## src/rtl/mips_multicycle_ctrl_if.sv

```systemverilog
// Control bundle between the multicycle MIPS controller and its datapath.
// The controller is the master: it reads op/zero and drives every select and enable.
interface mips_multicycle_ctrl_if;
    logic [5:0] op;
    logic       zero;
    logic [3:0] state;
    logic       iord;
    logic       memwrite;
    logic       irwrite;
    logic       regdst;
    logic       memtoreg;
    logic       regwrite;
    logic       alusrca;
    logic [1:0] alusrcb;
    logic [1:0] aluop;
    logic [1:0] pcsrc;
    logic       pcen;

    modport master (
        input  op, zero,
        output state, iord, memwrite, irwrite, regdst, memtoreg, regwrite,
               alusrca, alusrcb, aluop, pcsrc, pcen
    );

    modport slave (
        output op, zero,
        input  state, iord, memwrite, irwrite, regdst, memtoreg, regwrite,
               alusrca, alusrcb, aluop, pcsrc, pcen
    );
endinterface

```

## src/rtl/mips_multicycle_ctrl.sv

```systemverilog
// Moore control FSM for the multicycle MIPS datapath; alusrcb/pcsrc feed the mux4 s1:s0 selects.
//
//  state    | meaning
//  ---------+--------------------------------------------
//  FETCH    | load IR, PC <= PC+4
//  DECODE   | read regs, precompute branch target
//  MEMADR   | ALU forms load/store address
//  MEMRD    | read data memory at ALUOut
//  MEMWB    | write MDR into rt
//  MEMWR    | write B to memory at ALUOut
//  EXECUTE  | R-type ALU operation
//  ALUWB    | write ALUOut into rd
//  BRANCH   | compare A-B, take branch on zero
//  ADDIEXEC | A + SignImm
//  ADDIWB   | write ALUOut into rt
//  JUMP     | PC <= jump target
module mips_multicycle_ctrl (
    input  logic                   clk,
    input  logic                   rst,
    mips_multicycle_ctrl_if.master bus
);
    localparam logic [5:0] OP_RTYPE = 6'b000000;
    localparam logic [5:0] OP_LW    = 6'b100011;
    localparam logic [5:0] OP_SW    = 6'b101011;
    localparam logic [5:0] OP_BEQ   = 6'b000100;
    localparam logic [5:0] OP_ADDI  = 6'b001000;
    localparam logic [5:0] OP_J     = 6'b000010;

    typedef enum logic [3:0] {
        FETCH    = 4'd0,
        DECODE   = 4'd1,
        MEMADR   = 4'd2,
        MEMRD    = 4'd3,
        MEMWB    = 4'd4,
        MEMWR    = 4'd5,
        EXECUTE  = 4'd6,
        ALUWB    = 4'd7,
        BRANCH   = 4'd8,
        ADDIEXEC = 4'd9,
        ADDIWB   = 4'd10,
        JUMP     = 4'd11
    } state_t;

    state_t st;
    state_t st_nxt;
    logic   pcwrite;
    logic   branch;

    always_ff @(posedge clk or negedge rst) begin
        if (!rst) st <= FETCH;
        else      st <= st_nxt;
    end

    // Unknown opcodes fall back to FETCH, so they execute as a 2-cycle NOP.
    always_comb begin
        st_nxt = FETCH;
        case (st)
            FETCH:  st_nxt = DECODE;
            DECODE: begin
                case (bus.op)
                    OP_LW, OP_SW: st_nxt = MEMADR;
                    OP_RTYPE:     st_nxt = EXECUTE;
                    OP_BEQ:       st_nxt = BRANCH;
                    OP_ADDI:      st_nxt = ADDIEXEC;
                    OP_J:         st_nxt = JUMP;
                    default:      st_nxt = FETCH;
                endcase
            end
            MEMADR: begin
                if (bus.op == OP_LW)      st_nxt = MEMRD;
                else if (bus.op == OP_SW) st_nxt = MEMWR;
                else                      st_nxt = FETCH;
            end
            MEMRD:    st_nxt = MEMWB;
            EXECUTE:  st_nxt = ALUWB;
            ADDIEXEC: st_nxt = ADDIWB;
            default:  st_nxt = FETCH;
        endcase
    end

    always_comb begin
        bus.iord     = 1'b0;
        bus.memwrite = 1'b0;
        bus.irwrite  = 1'b0;
        bus.regdst   = 1'b0;
        bus.memtoreg = 1'b0;
        bus.regwrite = 1'b0;
        bus.alusrca  = 1'b0;
        bus.alusrcb  = 2'b00;
        bus.aluop    = 2'b00;
        bus.pcsrc    = 2'b00;
        pcwrite      = 1'b0;
        branch       = 1'b0;
        case (st)
            FETCH: begin
                bus.irwrite = 1'b1;
                pcwrite     = 1'b1;
                bus.alusrcb = 2'b01;
            end
            DECODE: bus.alusrcb = 2'b11;
            MEMADR: begin
                bus.alusrca = 1'b1;
                bus.alusrcb = 2'b10;
            end
            MEMRD: bus.iord = 1'b1;
            MEMWB: begin
                bus.memtoreg = 1'b1;
                bus.regwrite = 1'b1;
            end
            MEMWR: begin
                bus.iord     = 1'b1;
                bus.memwrite = 1'b1;
            end
            EXECUTE: begin
                bus.alusrca = 1'b1;
                bus.aluop   = 2'b10;
            end
            ALUWB: begin
                bus.regdst   = 1'b1;
                bus.regwrite = 1'b1;
            end
            BRANCH: begin
                bus.alusrca = 1'b1;
                bus.aluop   = 2'b01;
                bus.pcsrc   = 2'b01;
                branch      = 1'b1;
            end
            ADDIEXEC: begin
                bus.alusrca = 1'b1;
                bus.alusrcb = 2'b10;
            end
            ADDIWB: bus.regwrite = 1'b1;
            JUMP: begin
                bus.pcsrc = 2'b10;
                pcwrite   = 1'b1;
            end
            default: ;
        endcase
    end

    assign bus.pcen  = pcwrite | (branch & bus.zero);
    assign bus.state = st;
endmodule
```

## src/flat_wrapper.sv

```systemverilog
// flat-port wrapper written by rule: the top's interface ports become plain ports
module mips_multicycle_ctrl_flat 
  (clk, rst, bus_op, bus_zero, bus_state, bus_iord, bus_memwrite, bus_irwrite, bus_regdst, bus_memtoreg, bus_regwrite, bus_alusrca, bus_alusrcb, bus_aluop, bus_pcsrc, bus_pcen);
  mips_multicycle_ctrl_if bus_i ();
  input  logic clk;
  input  logic rst;
  input wire logic [$bits(bus_i.op)-1:0] bus_op;
  input wire logic [$bits(bus_i.zero)-1:0] bus_zero;
  output wire logic [$bits(bus_i.state)-1:0] bus_state;
  output wire logic [$bits(bus_i.iord)-1:0] bus_iord;
  output wire logic [$bits(bus_i.memwrite)-1:0] bus_memwrite;
  output wire logic [$bits(bus_i.irwrite)-1:0] bus_irwrite;
  output wire logic [$bits(bus_i.regdst)-1:0] bus_regdst;
  output wire logic [$bits(bus_i.memtoreg)-1:0] bus_memtoreg;
  output wire logic [$bits(bus_i.regwrite)-1:0] bus_regwrite;
  output wire logic [$bits(bus_i.alusrca)-1:0] bus_alusrca;
  output wire logic [$bits(bus_i.alusrcb)-1:0] bus_alusrcb;
  output wire logic [$bits(bus_i.aluop)-1:0] bus_aluop;
  output wire logic [$bits(bus_i.pcsrc)-1:0] bus_pcsrc;
  output wire logic [$bits(bus_i.pcen)-1:0] bus_pcen;
  assign bus_i.op = bus_op;
  assign bus_i.zero = bus_zero;
  assign bus_state = bus_i.state;
  assign bus_iord = bus_i.iord;
  assign bus_memwrite = bus_i.memwrite;
  assign bus_irwrite = bus_i.irwrite;
  assign bus_regdst = bus_i.regdst;
  assign bus_memtoreg = bus_i.memtoreg;
  assign bus_regwrite = bus_i.regwrite;
  assign bus_alusrca = bus_i.alusrca;
  assign bus_alusrcb = bus_i.alusrcb;
  assign bus_aluop = bus_i.aluop;
  assign bus_pcsrc = bus_i.pcsrc;
  assign bus_pcen = bus_i.pcen;
  mips_multicycle_ctrl u_core (.clk(clk), .rst(rst), .bus(bus_i));
endmodule
```

## config.mk

```make
export PLATFORM = sky130hd
export DESIGN_NAME = mips_multicycle_ctrl_flat
export DESIGN_NICKNAME = d
export VERILOG_FILES = /design/src/rtl/mips_multicycle_ctrl_if.sv /design/src/rtl/mips_multicycle_ctrl.sv /design/src/flat_wrapper.sv
export SDC_FILE = /design/constraint.sdc
export NUM_CORES = 1
export LEC_CHECK = 0
export ABC_CLOCK_PERIOD_IN_PS = 1600
export CAP_MARGIN = 40
export CORE_MARGIN = 2
export CORE_UTILIZATION = 37
export CTS_CLUSTER_DIAMETER = 200
export DETAILED_ROUTE_END_ITERATION = 8
export PLACE_DENSITY = 0.77
export SLEW_MARGIN = 10
export SYNTH_ARGS = -nofsm -noshare
export SYNTH_HDL_FRONTEND = slang
export SYNTH_SLANG_ARGS = --single-unit
```

## constraint.sdc

```tcl
create_clock -name clk -period 1.6 [get_ports clk]
set_clock_uncertainty 0.05 [all_clocks]
set_input_delay 0.48 -clock clk [delete_from_list [all_inputs] [get_ports clk]]
set_output_delay 0.48 -clock clk [all_outputs]
set_load 0.01 [all_outputs]
```

==> flow_summary.yaml <==
# flow metrics
outcome:
  run_status: "complete, but fails checks"
  failing_checks: "negative setup slack"
yosys:
  synth_flops: 4
  synth_seq_share_pct: 20.2
  post_synth_and_or_nand_nor_area_fraction_pct: 45.5
  post_synth_tally_of_flip_flops_with_integrated_enable: 0
  area_leaders: "dfrtp_1 (20%), xor2_1 (7.1%), nor2_1 (6.8%)"
  yosys.area_share.xor_xnor_pct: 7.07
  post_synth_instance_area_um2: 495
  chip_area_line_of_the_yosys_report_um2: 495
  yosysWarningCount: 0
  synthAdderAreaFrac_pct: 0
  synth-async-reset-ratio_pct: 100
  synth.yosys.num_cells: 61
  flop_cell: "dfrtp_1"
  postSynthNetCount: 70
  yosys.area_share.aoi_pct: 18.9
  synth_instances: 61
  netlist.area_leader.share_pct: 20.2
  post-synth-top-area-cell: "dfrtp_1"
  synthTopLogicFamily: "simple AND/OR/NAND/NOR gates"
  mux_area_share_pct: 0
  yosys.cell_types.count: 29
  postSynthAreaPerCell_um2: 8.12
global_routing:
  grt_pass1_wl_um: 2860
  grt_max_degree: 8
  groute.usage.overall_pct: 26.5
  globalRoute.totalOverflow: 0
  grt_antenna_before_repair: 0
  first_global_vias: 645
route:
  drt_first_pass_iters: 4
  detail_route.wirelength.met1_um: 1050
  met2_wire_length_um: 1420
  vias: 816
  route.met3.wl_um: 211
  route.antenna.remaining_nets: 0
  routed_wire_length_per_instance_um: 19.8
  routed_wl_um: 2790
  first_iter_violations: 41
  highest_layer: "met4"
  detail_route.drc_violations: 0
  routed_via_density: 5.79
power:
  seq_power_share_pct: 12.5
  power.switching_uw: 572
  power_top_consumer: "combinational logic"
  power_frac_comb_pct: 76.2
  peak_supply_drop_uv: 1100
  power.sequential.total_uw: 168
  power_uw: 1340
  cell_internal_pwr_uw: 767
  power_clock_uw: 151
  power.combinational.total_uw: 1020
  total_leakage_power_uw: 0.000562
  power.share.clock_pct: 11.3
  cellPowerDensity_mw_per_mm2: 1130
  swShare_pct: 42.7
layout:
  antenna_cells: 0
  comb_area_share_pct: 38.6
  share_of_layout_cells_above_drive_strength_1_pct: 67.5
  post-route-cell-area_mm2: 0.00118
  most-common-layout-cells: "buf_6 (24), buf_4 (21), buf_2 (11)"
  utilization_pct: 93.0
  sequential_cell_area_um2: 105
  nClkBuffers: 4
  signal_buffer_area_fraction_pct: 48.1
  final_layout_top_logic_cell: "buf_6"
  nets: 136
  nFlopsAndLatches: 4
  nFillCells: 43
  clockNetworkAreaShare_pct: 2.23
  largest_register_ffs: 4
  syn2layout_area_growth_pct: 138
  n_multi_input_combinational_cell: 52
  inverters: 1
  non_clock_buffer_count: 65
  multiInputGateArea_um2: 455
  layout.area.top_class: "buffers"
placed_design:
  placed_cells_incl_taps: 115
  post-place-ws_ns: -0.542
  io_buffer_count: 26
  routabilityCongestion: 0.823
  detailed_place_hpwl_um: 1130
  dpl-instance-area_um2: 881
worst_setup_path:
  critical_path.reg2reg.endpoint: "u_core.bus.state[1]$_DFF_PN0_"
  timing.rr.start: "u_core.bus.state[2]$_DFF_PN0_"
  timing.critical_path.from_type: "flip-flop"
  worst_ep_arrival_time_ns: 1.39
  cp_data_required_time_ns: 1.07
  cp_max_fo: 5
  cp-startpoint: "u_core.bus.state[3]$_DFF_PN0_"
  critical_path.endpoint_type: "output port"
  regToRegSetupSlack_ns: 0
  endpoint_of_the_most_critical_setup_path: "bus_pcen"
  critical_path_class: "flip-flop to output port"
  worstRegToRegCells: 6
sta:
  setup_viol: 16
  fin_tns_setup_ns: -3.12
  layout_worst_path_cycle_share_pct: 120
  hold_viol_final: 0
  slew_violations: 0
  fmaxAchievable_mhz: 520
  fin_worst_hold_slack_ns: 0.384
  layout_min_cycle_time_ns: 1.92
  rsz0062_at_grt: "true"
  setup_slack_ns: -0.324
  slew-limit-headroom_pct: 80.6
  worst_slew_pin_slew_ns: 0.288
clock_tree:
  postCtsSetupBuffers: 18
  cts_htree_levels: 1
  cts-root-to-sink-buffers: 2
  ctsRootBufferMaster: "clkbuf_4"
  clk_transition_reported_paths_ns: 0.04
  worst_skew_pair.late_latency_ns: 0.25
  tritoncts: "built"
  cts.hold.buffers_added: 0
  clock_net_sink_count: 4
  tritoncts_buffer_count: 3
  cts_repair_resize_count: 98
job:
  tool_warnings: 29
  maxCapViolations: 0
die:
  floorplan.io_pins: 27
  floorplan.die_area_mm2: 0.00165
  fp_util_pct: 39.1
  die_h_um: 40.6
  fp.dieW_um: 40.6
worst_hold_path:
  hold_class: "primary input to asynchronous set/reset pin"
[layer usage]
| metal | vias up | track usage, % |
|---|---|---|
| met4 | 0 | 7.50 |
| met3 | 15 | 5.00 |
| met2 | 57 | 47.6 |
| li1 | 361 | - |
| met5 | - | 0 |
| met1 | 383 | 31.4 |
[worst max-delay path: stages (launching register included)]
cell	delay [ns]
dfrtp_2	0.45
buf_6	0.15
nor4_4	0.28
a211o_1	0.16
buf_6	0.10
[Yosys cell counts (2+ instances only)]
| master | instances |
|---|---|
| buf_4 | 2 |
| buf_6 | 2 |
| nand4_1 | 2 |
| nor2_1 | 9 |
| xor2_1 | 4 |
| dfrtp_1 | 4 |
| nand3_1 | 2 |
| nand2b_1 | 4 |
| nand2_1 | 4 |
| nor3_1 | 6 |
| o211ai_1 | 4 |
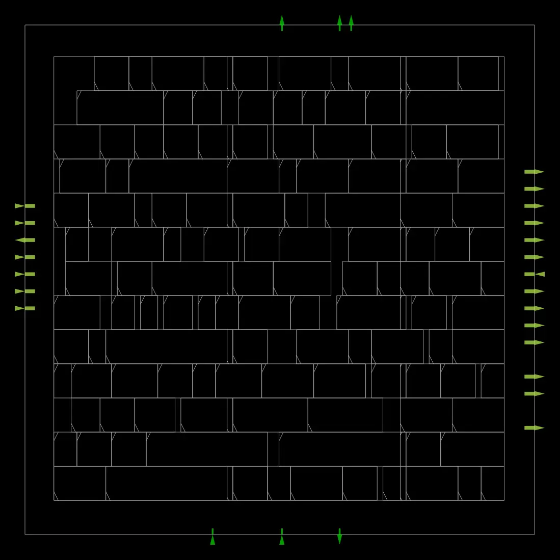
(images/placed.png)
count of standard-cell rows: 13
Core Region: 0.00127 mm^2
tap cells: 15
final non-filler cell total: 141
sequential share of cell area: 8.91%

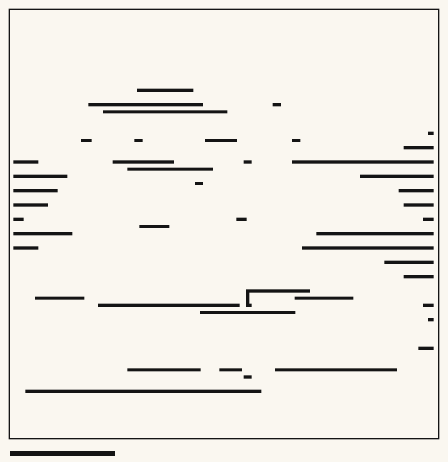
(images/m3.png)
The bar under the picture is 10 um long.
longest straight run: 22.1 um
wire length on this layer: 212 um

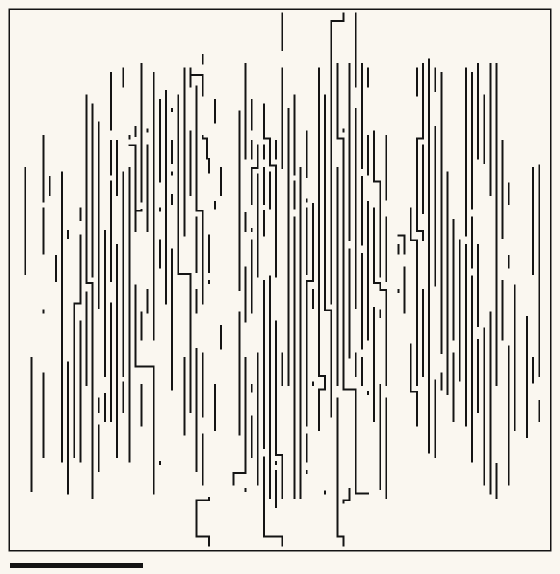
(images/m2.png)
The bar under the picture is 10 um long.
nets with wire on the layer: 129
main direction: vertical
share of all routed wire: 51%
wire length on this layer: 1420 um

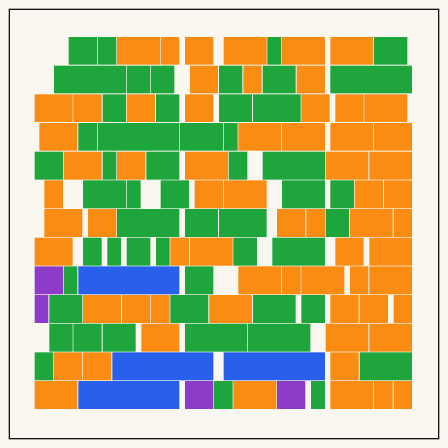
(images/class_map.png)
legend:
  remaining buffers and delay cells:
    colour: orange
    cells: 65
    share_of_their_area: 49%
  registers:
    colour: blue
    cells: 4
    share_of_their_area: 9.1%
  clock drivers and dummy loads:
    colour: purple
    cells: 4
    share_of_their_area: 2.3%
  remaining logic cells:
    colour: green
    cells: 53
    share_of_their_area: 40%

Power is estimated from default activity; no workload was simulated.
